--- config.mk ---
export PLATFORM = sky130hd
export DESIGN_NAME = if_id_queue
export DESIGN_NICKNAME = d
export VERILOG_FILES = /design/src/rtl/cpu_pkg.sv /design/src/rtl/if_queue_mem.sv /design/src/rtl/if_id_queue.sv
export SDC_FILE = /design/constraint.sdc
export NUM_CORES = 1
export LEC_CHECK = 0
export ABC_AREA = 1
export CORE_ASPECT_RATIO = 0.8
export CORE_MARGIN = 2
export CORE_UTILIZATION = 65
export DETAILED_ROUTE_END_ITERATION = 16
export DONT_BUFFER_PORTS = 1
export PLACE_DENSITY = 0.88
export SETUP_SLACK_MARGIN = 0.15
export SYNTH_ARGS = -nofsm -noshare
export SYNTH_HDL_FRONTEND = slang
export SYNTH_HIERARCHICAL = 1
export SYNTH_SLANG_ARGS = --single-unit
--- constraint.sdc ---
create_clock -name clk -period 10 [get_ports clk]
set_clock_uncertainty 0.05 [all_clocks]
set_input_delay 2.5 -clock clk [delete_from_list [all_inputs] [get_ports clk]]
set_output_delay 2.5 -clock clk [all_outputs]
set_load 0.01 [all_outputs]
--- src/rtl/cpu_pkg.sv ---
// cpu_pkg: shared fetch/decode constants and the IF/ID entry type
package cpu_pkg;
  localparam int DATA_W = 32;
  localparam logic [DATA_W-1:0] NOP_INST = 32'h0;
  typedef struct packed {
    logic [DATA_W-1:0] pc;
    logic [DATA_W-1:0] inst;
  } if_entry_t;
endpackage

--- src/rtl/if_queue_mem.sv ---
// if_queue_mem: DEPTH x W register array; ports clk, i_we/i_waddr/i_wdata write, i_raddr -> o_rdata async read
module if_queue_mem #(
  parameter int DEPTH = 4,
  parameter int W = 64,
  parameter int AW = 2
) (
  input  logic          clk,
  input  logic          i_we,
  input  logic [AW-1:0] i_waddr,
  input  logic [W-1:0]  i_wdata,
  input  logic [AW-1:0] i_raddr,
  output logic [W-1:0]  o_rdata
);
  logic [W-1:0] r_mem [DEPTH];
  always_ff @(posedge clk)
    if (i_we) r_mem[i_waddr] <= i_wdata;
  assign o_rdata = r_mem[i_raddr];
endmodule

--- src/rtl/if_id_queue.sv ---
// if_id_queue: flushable fetch->decode FIFO; in_valid/in_pc/in_inst/in_ready push side, out_valid/out_pc/out_inst/out_ready pop side, flush, count, clk, rst (async active-low)
module if_id_queue
  import cpu_pkg::NOP_INST;
#(
  parameter int DEPTH = 4,
  parameter int DATA_W = 32,
  parameter int CNT_W = $clog2(DEPTH) + 1
) (
  input  logic              clk,
  input  logic              rst,
  input  logic              in_valid,
  input  logic [DATA_W-1:0] in_pc,
  input  logic [DATA_W-1:0] in_inst,
  output logic              in_ready,
  output logic              out_valid,
  output logic [DATA_W-1:0] out_pc,
  output logic [DATA_W-1:0] out_inst,
  input  logic              out_ready,
  input  logic              flush,
  output logic [CNT_W-1:0]  count
);
  localparam int PW = CNT_W - 1;
  logic [PW-1:0]       r_wptr, r_rptr;
  logic [CNT_W-1:0]    r_count;
  logic                w_push, w_pop;
  logic [2*DATA_W-1:0] w_rdata;
  assign in_ready  = r_count != CNT_W'(DEPTH);
  assign out_valid = r_count != '0;
  assign w_push    = in_valid && in_ready && !flush;
  assign w_pop     = out_valid && out_ready && !flush;
  assign count     = r_count;
  assign out_pc    = out_valid ? w_rdata[2*DATA_W-1:DATA_W] : '0;
  assign out_inst  = out_valid ? w_rdata[DATA_W-1:0] : DATA_W'(NOP_INST);
  always_ff @(posedge clk or negedge rst)
    if (!rst) begin
      r_wptr  <= '0;
      r_rptr  <= '0;
      r_count <= '0;
    end else if (flush) begin
      r_wptr  <= '0;
      r_rptr  <= '0;
      r_count <= '0;
    end else begin
      r_wptr  <= r_wptr + PW'(w_push);
      r_rptr  <= r_rptr + PW'(w_pop);
      r_count <= r_count + CNT_W'(w_push) - CNT_W'(w_pop);
    end
  if_queue_mem #(.DEPTH(DEPTH), .W(2*DATA_W), .AW(PW)) u_mem (
    .clk     (clk),
    .i_we    (w_push),
    .i_waddr (r_wptr),
    .i_wdata ({in_pc, in_inst}),
    .i_raddr (r_rptr),
    .o_rdata (w_rdata)
  );
endmodule

==> run summary <==
run metrics: R2R setup slack 7.41 ns, n_diodes 0, crit path from r_rptr[0], power dissipated in sequential cells 1.32 mW, total length of routed wires 22.24 mm, Post-Synth Simple-Gate Area 18.95%, std cell rows 43, PnR worst setup slack 4.391 ns, final max-slew violation count 0, Syn. warnings 6, CP delay by family, top buffers and inverters, post-synthesis chip area from yosys 11,730 um2, switching power 0.9354 mW, total grt overflow 0, Synth top cell by count inv_1, register name with the most flops u_mem/r_mem, power consumed by combinational cells 0.653 mW, Hold Vio Cnt, Final 0, Worst Setup Slack post-DPL 4.983 ns, number of buffers created by CTS 26, transition time at the pin with the least slew margin 1.000 ns, RePlAce Congestion 0.7664, critical path data required time 7.45 ns, Critical Path Slowest Stage Cell dfrtp_4, most heavily used metal layer in global routing met2, global routing usage on met3 5.567%, Logic pwr share 22.3%, group drawing the most power registers, period utilization 56.09%, number of nets at floorplan 1,267, Vias/cell 5.128, largest net degree at the start of global routing 71, average cell area after synthesis 9.815 um2, Data arrival, critical path 3.06 ns, total number of tap cells 225, Core Util at FP 67.08%, Leak 5.949 nW, via count 7,317, post-synth tally of flip-flops with integrated enable 256, Post-Synth XOR/XNOR Area 0.1493%, number of H-tree levels 1, switching part of the total 32.01%, fraction of area in registers 62.29%, synthesized flop and latch total 263, cell area after technology mapping 11,730 um2, post-synthesis mux area share 0%, ratio of cells with drive above 1 in the final layout 4.825%, TritonCTS clock tree done, vias in the first global route 7,275, number of cells produced by synthesis 1,195, PD cells 231.4 nW/um2, wire length per cell after detailed routing 15.59 um, worst hold start r_wptr[1], endpoint of the worst hold-timing path r_wptr[1], sequential group share of total power 45.0%, startpoint of the worst-slack reg-to-reg timing path count[1], Worst Setup Start Kind register, area taken by multi-input logic gates 2305 um2, number of cell instances on the worst register-to-register path 7, result of the run finished, final reports clean, and-or/or-and share of the synthesized area 0%, worst rel slew slack 33.32%, count of max-cap constraint violations 0, clock group total power 0.953 mW, number of detailed-routing iterations run before antenna repair 5, Clock Power Share 32.6%, power after layout 2.922 mW, final-layout fill cell count 1,167, flip-flop and latch area 7868 um2, number of top-level pins 138, Synth-to-Final Area Change 7.681%, worst skew pair latency 0.51 ns, path type of the worst min-delay path reg2reg, Num Clock Sinks 263, first-pass GRT wire length 35.09 mm, Crit path largest cell delay 0.73 ns, clock slew at the register clock pins of the worst setup and hold paths 0.06 ns, number of warnings the tools reported 26, drc violations 0, Buffers excl. clock 8, Critical Path Stages 7, count of instantiated cells in the yosys netlist 1,195, Flops 263, highest fanout seen on the critical path 66, met1 layer usage reported by global route 29.24%, destination of the critical timing path out_pc[10], Cell Int Power 1.987 mW, Critical Path End Type output pin, Post-synth ARST share 2.662%, most numerous cell types in the synthesized netlist inv_1, nand2_1, edfxtp_1, total of hold buffers inserted after clock tree synthesis 0, combinational family with the most area after synthesis simple AND/OR/NAND/NOR gates, Area contributors post-synth edfxtp_1, inv_1, nand2_1, number of nets in the finished design 1,255, number of cells on the worst hold path 2, Dominant flop cell edfxtp_1, cell taking the most area after synthesis edfxtp_1, Iter 0 DRT Violations 608, Max clock buf depth 3, path type of the worst setup path reg2out, maximum clock frequency 178.3 MHz, Final min period 5.609 ns, non-clock inverter count in the final layout 337, commonest non-fill, non-tap cell in the layout inv_1, proportion of cell area occupied by multi-input gates 18.25%
==> layer usage <==
| metal | share of wire, % | vias to the layer above |
|---|---|---|
| met1 | 39 | 3371 |
| met4 | 1.6 | 0 |
| met3 | 9.2 | 37 |
| met5 | 0 | - |
| met2 | 50 | 304 |
| li1 | - | 3605 |
==> per-stage QoR <==
step / hold WS [ns] / area [um2] / util, % / std cells
6_report: 0.6015 / 12630 / 72.23 / 1427
5_1_grt: 0.6392 / 12630 / 72.23 / 1427
4_1_cts: 0.5840 / 12630 / 72.23 / 1427
3_5_place_dp: 0.5705 / 11790 / 67.41 / 1380
2_1_floorplan: 0.4940 / 11730 / - / 1195
3_3_place_gp: 0.5497 / 11790 / 67.41 / 1380
met4.png
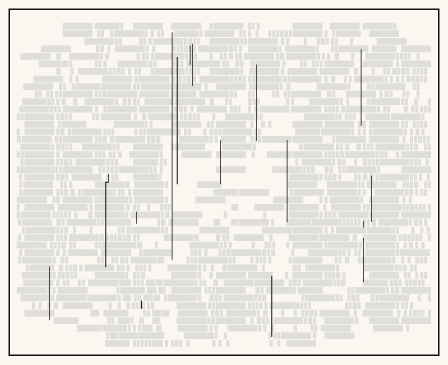
share of all routed wire: 1.6%
main direction: vertical

pdn.png
The bar under the picture is 50 um long. Pins as bars on the die edge. Tap cells in gray.
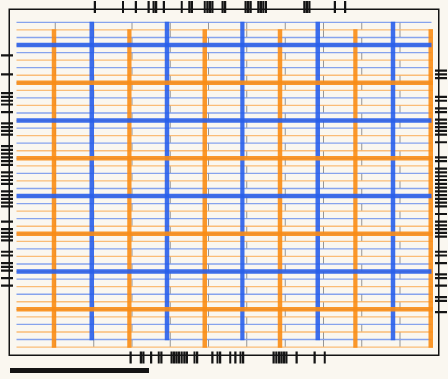
[orange] VSS
[blue] VDD
met1 rails: 44
met5 straps: 8
tap cells: 225
signal pins: 138
met4 straps: 11
overall die width: 154.2 um
worst-case vdd ir drop: 0.0001725 V
core outline area: 17,490 um2
Die Span Y: 124.1 um

metal_stack.png
Two of the layers only.
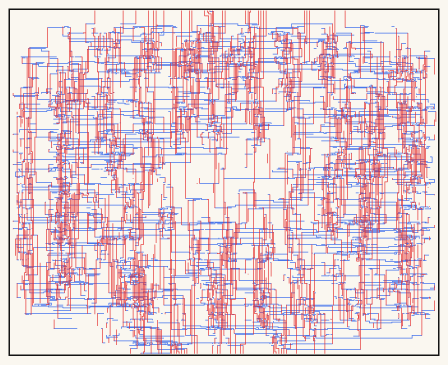
[blue] met1 | wire length: 8,650 um
[red] met2 | wire length: 11,200 um

Power is estimated from default activity; no workload was simulated.
